**Placed standard cells**

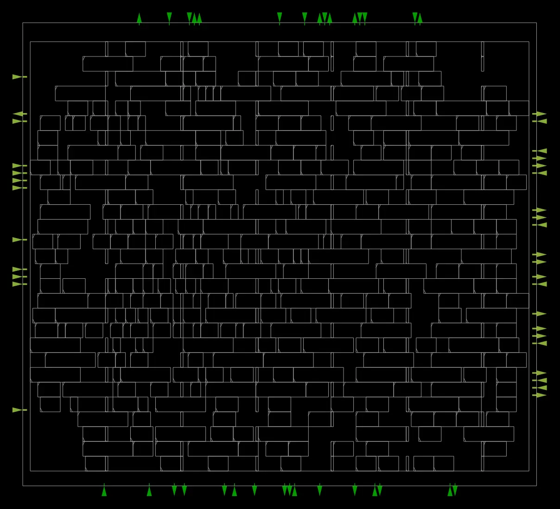
**Where the registers sit**

Scale bar: 20 µm.
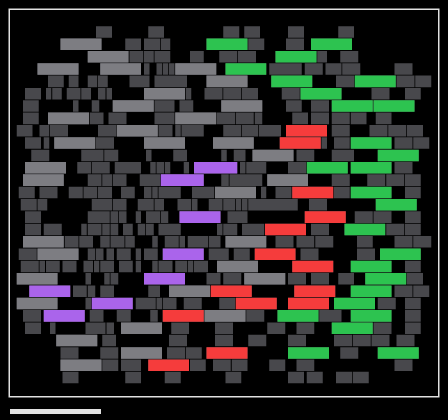
[config.mk]
export PLATFORM = sky130hd
export DESIGN_NAME = rf_stream_reader
export DESIGN_NICKNAME = d
export VERILOG_FILES = /design/src/rtl/rf_stream_reader.sv
export SDC_FILE = /design/constraint.sdc
export NUM_CORES = 1
export LEC_CHECK = 0
export CAP_MARGIN = 0
export CORE_ASPECT_RATIO = 0.9
export CORE_UTILIZATION = 50
export CTS_CLUSTER_DIAMETER = 150
export DETAILED_ROUTE_END_ITERATION = 12
export GPL_ROUTABILITY_DRIVEN = 0
export GPL_TIMING_DRIVEN = 0
export HOLD_SLACK_MARGIN = 0.08
export PLACE_DENSITY_LB_ADDON = 0.15
export REMOVE_ABC_BUFFERS = 1
export SETUP_SLACK_MARGIN = 0.02
export SLEW_MARGIN = 20
export SYNTH_ARGS = -nofsm -noshare
export SYNTH_HDL_FRONTEND = slang
export SYNTH_SLANG_ARGS = --single-unit
[constraint.sdc]
create_clock -name clk -period 3.6 [get_ports clk]
set_clock_uncertainty 0.15 [all_clocks]
set_input_delay 0.72 -clock clk [delete_from_list [all_inputs] [get_ports clk]]
set_output_delay 0.72 -clock clk [all_outputs]
set_load 0.01 [all_outputs]
[src/rtl/rf_stream_reader.sv]
// Sweeps a contiguous register-file address range, one read per cycle, and streams the
// returned words downstream on a valid/ready interface tagged with address and last flag.
module rf_stream_reader #(
    parameter int ADDR_BITS = 7,
    parameter int DATA_BITS = 13
) (
    input  logic                 clk,
    input  logic                 reset,
    input  logic                 start,
    input  logic [ADDR_BITS-1:0] base_addr,
    input  logic [ADDR_BITS:0]   count,
    output logic                 busy,
    output logic                 done,
    input  logic                 rf_we,
    output logic [ADDR_BITS-1:0] rf_raddr,
    input  logic [DATA_BITS-1:0] rf_q,
    output logic                 out_valid,
    input  logic                 out_ready,
    output logic [DATA_BITS-1:0] out_data,
    output logic [ADDR_BITS-1:0] out_addr,
    output logic                 out_last
);

    typedef enum logic [1:0] {
        IDLE,
        RUN,
        DRAIN
    } state_t;

    localparam logic [ADDR_BITS:0] ONE = 1;

    state_t state, state_nxt;

    logic [ADDR_BITS-1:0] base_r;
    logic [ADDR_BITS:0]   count_r;
    logic [ADDR_BITS:0]   issued;

    logic                 inflight;
    logic                 inflight_last;
    logic [ADDR_BITS-1:0] inflight_addr;

    logic [DATA_BITS-1:0] fifo_data [2];
    logic [ADDR_BITS-1:0] fifo_addr [2];
    logic                 fifo_last [2];
    logic                 rd_ptr;
    logic                 wr_ptr;
    logic [1:0]           fifo_count;

    logic       push;
    logic       pop;
    logic       issue;
    logic       last_issue;
    logic       done_set;
    logic [2:0] occupancy;

    assign busy      = (state != IDLE);
    assign rf_raddr  = base_r + issued[ADDR_BITS-1:0];
    assign out_valid = (fifo_count != 2'd0);
    assign out_data  = fifo_data[rd_ptr];
    assign out_addr  = fifo_addr[rd_ptr];
    assign out_last  = out_valid & fifo_last[rd_ptr];
    assign pop       = out_valid & out_ready;
    assign push      = inflight;

    // Entries the FIFO will hold after this edge; a new issue lands one edge later,
    // so it is only safe while that figure leaves a free slot.
    assign occupancy = {1'b0, fifo_count} + {2'b00, inflight} - {2'b00, pop};

    // rf_we makes the RF return write data instead of rf[raddr], so no read is issued then.
    assign issue      = (state == RUN) && (issued != count_r) && !rf_we && (occupancy < 3'd2);
    assign last_issue = issue && ((issued + ONE) == count_r);

    always_comb begin
        state_nxt = state;
        done_set  = 1'b0;
        case (state)
            IDLE: begin
                if (start) begin
                    if (count != '0) begin
                        state_nxt = RUN;
                    end else begin
                        done_set = 1'b1;
                    end
                end
            end
            RUN: begin
                if (last_issue) begin
                    state_nxt = DRAIN;
                end
            end
            DRAIN: begin
                if (pop && out_last) begin
                    state_nxt = IDLE;
                    done_set  = 1'b1;
                end
            end
            default: state_nxt = IDLE;
        endcase
    end

    always_ff @(posedge clk or posedge reset) begin
        if (reset) begin
            state         <= IDLE;
            done          <= 1'b0;
            base_r        <= '0;
            count_r       <= '0;
            issued        <= '0;
            inflight      <= 1'b0;
            inflight_last <= 1'b0;
            inflight_addr <= '0;
        end else begin
            state         <= state_nxt;
            done          <= done_set;
            inflight      <= issue;
            inflight_last <= last_issue;
            inflight_addr <= rf_raddr;
            if (state == IDLE && start) begin
                base_r  <= base_addr;
                count_r <= count;
                issued  <= '0;
            end else if (issue) begin
                issued <= issued + ONE;
            end
        end
    end

    // Two-entry output FIFO; the registered read data is captured the edge after issue.
    always_ff @(posedge clk or posedge reset) begin
        if (reset) begin
            rd_ptr     <= 1'b0;
            wr_ptr     <= 1'b0;
            fifo_count <= 2'd0;
            for (int i = 0; i < 2; i++) begin
                fifo_data[i] <= '0;
                fifo_addr[i] <= '0;
                fifo_last[i] <= 1'b0;
            end
        end else begin
            if (push) begin
                fifo_data[wr_ptr] <= rf_q;
                fifo_addr[wr_ptr] <= inflight_addr;
                fifo_last[wr_ptr] <= inflight_last;
                wr_ptr            <= ~wr_ptr;
            end
            if (pop) begin
                rd_ptr <= ~rd_ptr;
            end
            fifo_count <= fifo_count + {1'b0, push} - {1'b0, pop};
        end
    end

endmodule

==> flow_metrics.py <==
# Synthesis and PnR figures
metrics = {
    "run_status": {
        "outcome": "finished, final reports clean",
    },
    "synth": {
        "top_area_share_pct": 52.9,
        "synthCells": 301,
        "synthAdderAreaFrac_pct": 3.98,
        "ys_cells": 301,
        "most_common_cell": "dfrtp_1",
        "yosys_area_mm2": 0.00383,
    },
    "grt": {
        "use_met2_pct": 31.2,
        "grt_max_degree": 42,
        "grt_first_pass_wirelength_mm": 11.5,
        "grt_antenna_before_repair": 0,
    },
    "worst_setup_path": {
        "crit_start": "out_ready",
        "slowest_stage": "fa_1",
        "cp_max_fo": 10,
        "crit_path_start_kind": "primary input",
        "r2r-end": "state[0]",
        "reg2reg_depth": 11,
        "r2r_slack_ns": 0.43,
        "endpoint": "state[0]",
    },
    "final_layout": {
        "nonClkBufAreaFrac_pct": 14.0,
        "lay_top_cells": "79 x dfrtp_1, 77 x mux2_2, 62 x clkdlybuf4s50_1",
        "num-clock-buffers": 10,
        "regMostFlops": "fifo_data",
        "seq_share_pct": 42.4,
        "flop_area_mm2": 0.00203,
    },
    "power": {
        "seqPwrFrac_pct": 38.2,
        "pg_clk_mw": 0.647,
        "p_sw_share_pct": 33.1,
        "p_sw_mw": 1.40,
    },
    "cts": {
        "post_cts_buffers": 1,
        "cts_resized": 3,
    },
    "floorplan": {
        "fp-row-count": 29,
        "io_pins": 64,
    },
    "sta": {
        "min_period_ns": 3.35,
        "finalSetupViolations": 0,
        "worst_hold_slack_ns": 0.347,
    },
    "drt": {
        "ant_nets": 0,
        "wl_met2_mm": 3.44,
        "met1_length_mm": 2.89,
    },
    "hold_path": {
        "holdPathEnd": "fifo_addr[7]",
        "hold_depth": 1,
    },
    "run": {
        "warnings": 25,
    },
}
Back to the opening pictures, 'placed standard cells':
post-layout util: 66.3%
Finished Layout Cells: 462
TAP cells: 93
number of fill cells: 571
flip-flops: 81

Back to the opening pictures, 'where the registers sit':
- green: fifo_data (flops 26)
- red: fifo_addr (flops 14)
- purple: issued (flops 8)
- not colored: 33

Power is estimated from default activity; no workload was simulated.
